$ cat src/rtl/alu_writeback_stage_pkg.sv
// Opcode and FSM state encodings shared by the ALU write-back stage and its datapath.
package alu_wb_pkg;

    localparam int OP_W    = 3;
    localparam int RF_WA_W = 8;

    typedef enum logic [OP_W-1:0] {
        OP_ADD = 3'd0,
        OP_SUB = 3'd1,
        OP_AND = 3'd2,
        OP_OR  = 3'd3,
        OP_XOR = 3'd4,
        OP_SHL = 3'd5,
        OP_SHR = 3'd6,
        OP_MOV = 3'd7
    } alu_op_e;

    typedef enum logic [2:0] {
        ST_IDLE = 3'd0,
        ST_RD1  = 3'd1,
        ST_RD2  = 3'd2,
        ST_EXEC = 3'd3,
        ST_WB   = 3'd4
    } wb_state_e;

endpackage

$ cat src/rtl/alu_writeback_stage_if.sv
// Command and register-file port bundle; flag_z/flag_c exist only when ALU_FLAGS_EN is defined.
interface alu_writeback_stage_if #(
    parameter int DATA_W = 8,
    parameter int ADDR_W = 4
);
    import alu_wb_pkg::*;

    logic                cmd_valid;
    logic                cmd_ready;
    logic [OP_W-1:0]     cmd_op;
    logic [ADDR_W-1:0]   cmd_rd;
    logic [ADDR_W-1:0]   cmd_rs1;
    logic [ADDR_W-1:0]   cmd_rs2;
    logic [ADDR_W-1:0]   rf_a1;
    logic [DATA_W-1:0]   rf_rd1;
    logic                rf_we;
    logic [RF_WA_W-1:0]  rf_wa;
    logic [DATA_W-1:0]   rf_wd;
    logic                done;
    logic [DATA_W-1:0]   result;
`ifdef ALU_FLAGS_EN
    logic                flag_z;
    logic                flag_c;

    modport master (
        output cmd_valid, cmd_op, cmd_rd, cmd_rs1, cmd_rs2, rf_rd1,
        input  cmd_ready, rf_a1, rf_we, rf_wa, rf_wd, done, result, flag_z, flag_c
    );
    modport slave (
        input  cmd_valid, cmd_op, cmd_rd, cmd_rs1, cmd_rs2, rf_rd1,
        output cmd_ready, rf_a1, rf_we, rf_wa, rf_wd, done, result, flag_z, flag_c
    );
`else
    modport master (
        output cmd_valid, cmd_op, cmd_rd, cmd_rs1, cmd_rs2, rf_rd1,
        input  cmd_ready, rf_a1, rf_we, rf_wa, rf_wd, done, result
    );
    modport slave (
        input  cmd_valid, cmd_op, cmd_rd, cmd_rs1, cmd_rs2, rf_rd1,
        output cmd_ready, rf_a1, rf_we, rf_wa, rf_wd, done, result
    );
`endif

endinterface

$ cat src/rtl/alu_writeback_stage_alu_core.sv
// Purely combinational ALU: op/A/B -> result plus carry (ADD carry-out, SUB borrow).
module alu_core
    import alu_wb_pkg::*;
#(
    parameter int DATA_W = 8
) (
    input  alu_op_e           i_op,
    input  logic [DATA_W-1:0] i_a,
    input  logic [DATA_W-1:0] i_b,
    output logic [DATA_W-1:0] o_result,
    output logic              o_carry
);

    logic [DATA_W:0] w_sum;
    logic [DATA_W:0] w_diff;

    assign w_sum  = {1'b0, i_a} + {1'b0, i_b};
    // The extra top bit of the difference is set exactly when A < B.
    assign w_diff = {1'b0, i_a} - {1'b0, i_b};

    always_comb begin
        o_result = i_a;
        o_carry  = 1'b0;
        case (i_op)
            OP_ADD: begin
                o_result = w_sum[DATA_W-1:0];
                o_carry  = w_sum[DATA_W];
            end
            OP_SUB: begin
                o_result = w_diff[DATA_W-1:0];
                o_carry  = w_diff[DATA_W];
            end
            OP_AND:  o_result = i_a & i_b;
            OP_OR:   o_result = i_a | i_b;
            OP_XOR:  o_result = i_a ^ i_b;
            OP_SHL:  o_result = i_a << i_b[2:0];
            OP_SHR:  o_result = i_a >> i_b[2:0];
            OP_MOV:  o_result = i_a;
            default: o_result = i_a;
        endcase
    end

endmodule

$ cat src/rtl/alu_writeback_stage.sv
// Single-port register-file ALU stage: read rs1, read rs2, execute, write back rd. Optional flags: ALU_FLAGS_EN.
// state | meaning: IDLE accept cmd | RD1 addr rs1 | RD2 addr rs2, latch A | EXEC compute | WB write rd
module alu_writeback_stage
    import alu_wb_pkg::*;
#(
    parameter int DATA_W = 8,
    parameter int ADDR_W = 4
) (
    input  logic                 i_clock,
    input  logic                 i_reset,
    alu_writeback_stage_if.slave bus
);

    wb_state_e          r_state;
    wb_state_e          w_next;
    alu_op_e            r_op;
    logic [ADDR_W-1:0]  r_rd;
    logic [ADDR_W-1:0]  r_rs1;
    logic [ADDR_W-1:0]  r_rs2;
    logic [DATA_W-1:0]  r_a;
    logic [DATA_W-1:0]  r_result;
    logic [DATA_W-1:0]  w_alu_result;
    logic               w_hs;
`ifdef ALU_FLAGS_EN
    logic               w_alu_carry;
    logic               r_flag_z;
    logic               r_flag_c;
`else
    logic               w_carry_unused;
`endif

    assign w_hs = bus.cmd_valid && (r_state == ST_IDLE);

    always_comb begin
        w_next = r_state;
        case (r_state)
            ST_IDLE: if (w_hs) w_next = ST_RD1;
            ST_RD1:  w_next = ST_RD2;
            ST_RD2:  w_next = ST_EXEC;
            ST_EXEC: w_next = ST_WB;
            ST_WB:   w_next = ST_IDLE;
            default: w_next = ST_IDLE;
        endcase
    end

    // Operand B is the live read data during EXEC; only the result is registered.
    alu_core #(.DATA_W(DATA_W)) u_alu_core (
        .i_op     (r_op),
        .i_a      (r_a),
        .i_b      (bus.rf_rd1),
        .o_result (w_alu_result),
`ifdef ALU_FLAGS_EN
        .o_carry  (w_alu_carry)
`else
        .o_carry  (w_carry_unused)
`endif
    );

    always_ff @(posedge i_clock) begin
        if (i_reset) begin
            r_state  <= ST_IDLE;
            r_op     <= OP_ADD;
            r_rd     <= '0;
            r_rs1    <= '0;
            r_rs2    <= '0;
            r_a      <= '0;
            r_result <= '0;
`ifdef ALU_FLAGS_EN
            r_flag_z <= 1'b0;
            r_flag_c <= 1'b0;
`endif
        end else begin
            r_state <= w_next;
            if (w_hs) begin
                r_op  <= alu_op_e'(bus.cmd_op);
                r_rd  <= bus.cmd_rd;
                r_rs1 <= bus.cmd_rs1;
                r_rs2 <= bus.cmd_rs2;
            end
            if (r_state == ST_RD2) begin
                r_a <= bus.rf_rd1;
            end
            if (r_state == ST_EXEC) begin
                r_result <= w_alu_result;
`ifdef ALU_FLAGS_EN
                r_flag_z <= (w_alu_result == '0);
                r_flag_c <= w_alu_carry;
`endif
            end
        end
    end

    always_comb begin
        bus.rf_a1 = '0;
        case (r_state)
            ST_RD1:  bus.rf_a1 = r_rs1;
            ST_RD2:  bus.rf_a1 = r_rs2;
            default: bus.rf_a1 = '0;
        endcase
    end

    assign bus.cmd_ready = (r_state == ST_IDLE);
    assign bus.rf_we     = (r_state == ST_WB);
    assign bus.done      = (r_state == ST_WB);
    assign bus.rf_wa     = {{(RF_WA_W-ADDR_W){1'b0}}, r_rd};
    assign bus.rf_wd     = r_result;
    assign bus.result    = r_result;
`ifdef ALU_FLAGS_EN
    assign bus.flag_z    = r_flag_z;
    assign bus.flag_c    = r_flag_c;
`endif

endmodule

$ cat src/flat_wrapper.sv
// flat-port wrapper written by rule: the top's interface ports become plain ports
module alu_writeback_stage_flat import alu_wb_pkg::*;
#(
    parameter int DATA_W = 8,
    parameter int ADDR_W = 4
)
  (i_clock, i_reset, bus_cmd_valid, bus_cmd_op, bus_cmd_rd, bus_cmd_rs1, bus_cmd_rs2, bus_rf_rd1, bus_cmd_ready, bus_rf_a1, bus_rf_we, bus_rf_wa, bus_rf_wd, bus_done, bus_result);
  alu_writeback_stage_if #(.DATA_W(DATA_W), .ADDR_W(ADDR_W)) bus_i ();
  input  logic i_clock;
  input  logic i_reset;
  input wire logic [$bits(bus_i.cmd_valid)-1:0] bus_cmd_valid;
  input wire logic [$bits(bus_i.cmd_op)-1:0] bus_cmd_op;
  input wire logic [$bits(bus_i.cmd_rd)-1:0] bus_cmd_rd;
  input wire logic [$bits(bus_i.cmd_rs1)-1:0] bus_cmd_rs1;
  input wire logic [$bits(bus_i.cmd_rs2)-1:0] bus_cmd_rs2;
  input wire logic [$bits(bus_i.rf_rd1)-1:0] bus_rf_rd1;
  output wire logic [$bits(bus_i.cmd_ready)-1:0] bus_cmd_ready;
  output wire logic [$bits(bus_i.rf_a1)-1:0] bus_rf_a1;
  output wire logic [$bits(bus_i.rf_we)-1:0] bus_rf_we;
  output wire logic [$bits(bus_i.rf_wa)-1:0] bus_rf_wa;
  output wire logic [$bits(bus_i.rf_wd)-1:0] bus_rf_wd;
  output wire logic [$bits(bus_i.done)-1:0] bus_done;
  output wire logic [$bits(bus_i.result)-1:0] bus_result;
  assign bus_i.cmd_valid = bus_cmd_valid;
  assign bus_i.cmd_op = bus_cmd_op;
  assign bus_i.cmd_rd = bus_cmd_rd;
  assign bus_i.cmd_rs1 = bus_cmd_rs1;
  assign bus_i.cmd_rs2 = bus_cmd_rs2;
  assign bus_i.rf_rd1 = bus_rf_rd1;
  assign bus_cmd_ready = bus_i.cmd_ready;
  assign bus_rf_a1 = bus_i.rf_a1;
  assign bus_rf_we = bus_i.rf_we;
  assign bus_rf_wa = bus_i.rf_wa;
  assign bus_rf_wd = bus_i.rf_wd;
  assign bus_done = bus_i.done;
  assign bus_result = bus_i.result;
  alu_writeback_stage #(.DATA_W(DATA_W), .ADDR_W(ADDR_W)) u_core (.i_clock(i_clock), .i_reset(i_reset), .bus(bus_i));
endmodule
$ cat config.mk
export PLATFORM = sky130hd
export DESIGN_NAME = alu_writeback_stage_flat
export DESIGN_NICKNAME = d
export VERILOG_FILES = /design/src/rtl/alu_writeback_stage_pkg.sv /design/src/rtl/alu_writeback_stage_if.sv /design/src/rtl/alu_writeback_stage_alu_core.sv /design/src/rtl/alu_writeback_stage.sv /design/src/flat_wrapper.sv
export SDC_FILE = /design/constraint.sdc
export NUM_CORES = 1
export LEC_CHECK = 0
export CAP_MARGIN = 20
export CORE_ASPECT_RATIO = 0.7
export CORE_MARGIN = 2
export CORE_UTILIZATION = 50
export CTS_CLUSTER_SIZE = 28
export DETAILED_ROUTE_END_ITERATION = 16
export HOLD_SLACK_MARGIN = 0.02
export PLACE_DENSITY = 0.86
export SETUP_SLACK_MARGIN = 0.5
export SYNTH_ARGS = -nofsm -noshare
export SYNTH_HDL_FRONTEND = slang
export SYNTH_HIERARCHICAL = 1
export SYNTH_SLANG_ARGS = --single-unit
$ cat constraint.sdc
create_clock -name i_clock -period 2.8 [get_ports i_clock]
set_clock_uncertainty 0.15 [all_clocks]
set_input_delay 0.84 -clock i_clock [delete_from_list [all_inputs] [get_ports i_clock]]
set_output_delay 0.84 -clock i_clock [all_outputs]
set_load 0.02 [all_outputs]
**Metal layers overlaid**

Only two layers are drawn.
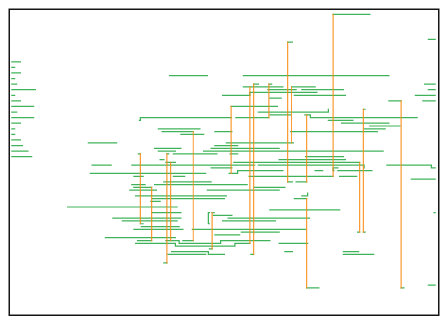
M3: drawn in green, wire length 1140 um. M4: drawn in orange, wire length 433 um.

**Nets reached from selected ports**

Scale bar: 20 um.
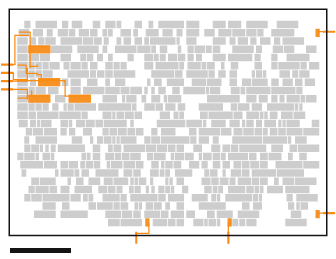
`bus_rf_wa`: drawn in orange, direction output, end cells 8, buffers 4, wire 143 um.

final cells by class:
class | count | area, um2 | area share
flip-flops and latches | 34 | 691 | 0.135
clock inverters | 3 | 68.8 | 0.0134
clock buffers | 5 | 68.8 | 0.0134
well taps | 94 | 118 | 0.0229
inverters | 26 | 120 | 0.0234
repair buffers | 139 | 1260 | 0.245
multi-input cells | 316 | 2810 | 0.547
flip-flops by register name, indices dropped and copies added, names as in the netlist:
name / count
u_core/r_a: 8
u_core/r_op: 3
u_core/r_rs2: 4
u_core/r_rs1: 4
u_core/r_state: 3
u_core/bus.result: 8
u_core/r_rd: 4
worst paths after layout:
check / to / slack [ns] / cells after the start
setup / recovery: u_core/bus.result[6]$_SDFFE_PP0P_ / 0.28 / 11
hold reg to reg: u_core/r_rd[1]$_SDFFE_PP0P_ / 0.33 / 2
hold / removal: u_core/r_rd[1]$_SDFFE_PP0P_ / 0.33 / 2
setup reg to reg: u_core/bus.result[6]$_SDFFE_PP0P_ / 0.42 / 10
critical path: stages:
cell	delay [ns]
sky130_fd_sc_hd__buf_8	0.10
sky130_fd_sc_hd__buf_6	0.11
sky130_fd_sc_hd__ha_4	0.15
sky130_fd_sc_hd__fa_2	0.36
sky130_fd_sc_hd__o21bai_4	0.15
sky130_fd_sc_hd__a211o_1	0.16
sky130_fd_sc_hd__a21oi_2	0.07
sky130_fd_sc_hd__xnor2_1	0.14
sky130_fd_sc_hd__a221o_1	0.32
sky130_fd_sc_hd__nand2b_1	0.07
sky130_fd_sc_hd__mux2i_1	0.06
power by group:
part           switching (uW)  internal, uW
combinational             438           431
clock                     213           357
sequential               46.0           520
total                     697          1310
per-stage QoR:
stage	utilization	power [uW]
floorplan	-	1030
global placement	0.666	1290
detailed placement	0.666	1300
CTS	0.745	1960
global route	0.756	2100
finish	0.756	2000
metal layers:
layer | part of all wire | GRT usage | routed length (um) | vias to the layer above
li1 | - | - | - | 1658
met1 | 0.42 | 0.409 | 4950 | 1712
met2 | 0.44 | 0.482 | 5160 | 223
met3 | 0.097 | 0.0701 | 1140 | 38
met4 | 0.037 | 0.138 | 432 | 0
met5 | 0 | 0 | 0 | -
repair_timing:
item | in CTS | in global routing
setup endpoints to repair | 17 | 23
buffers inserted | 16 | 1
gates cloned | 1 | 0
pin swaps | 36 | 20
resized | 112 | 36
==> flow_summary_export.csv <==
group,metric,value,unit
die,io_pins,57,
clock_network,cts.sink_count,34,
grt,grt_overflow,0,
routing,vias_per_cell,5.88,
pwr,pwr_per_cell_area,391,nW/um2
place,post_dp_cell_area,4520,um2
clock_network,htree_levels,2,
grt,grt.total_usage,0.306,
setup_path,worstPathMaxFanout,3,
timing,fmaxAchievable,0.398,GHz
routing,drtIter0Drc,298,
timing,slew_headroom,0.486,
routing,drt_drc_violations_left,0,
finish,fillCellCount,496,
setup_path,startpoint_type,"primary input",
clock_network,cts_buffer_depth,2,
timing,min_period,2.52,ns
routing,final_antenna_net_count,0,
die,chip_area,7730,um2
pwr,max-vdd-ir-drop,0.336,mV
grt,first_global_vias,3494,
clock_network,clock-root-buffer,"sky130_fd_sc_hd__clkbuf_8",
setup_path,critPathKind,"in2reg",
routing,detailedRoute.firstPassIterationCount,5,
finish,antenna_cells,0,
setup_path,r2r_start,"u_core/r_a[0]$_SDFFE_PP0N_",
clock_network,worstSkewPairLatency,0.29,ns
setup_path,critPathCaptureType,"register",
routing,num_vias,3631,
finish,layout-drive-gt1-share,0.358,
setup_path,crit_path_start,"bus_rf_rd1[0]",
run,timing.max_cap.violations,0,
die,die-height,74.1,um
finish,post-route-cell-area,5130,um2
run,warning_count,46,
timing,whs,0.327,ns
logic_synthesis,synth_area_per_cell,8.41,um2
logic_synthesis,synth_area,3510,um2
grt,grt_start_max_net_pins,66,
run_status,run_status,"finished, final reports clean",
timing,final_hold_violation_count,0,
pwr,p_leak,0.00222,uW
clock_network,cts_tree,"yes",
No activity file was given, so power comes from the tool's default toggle rates.
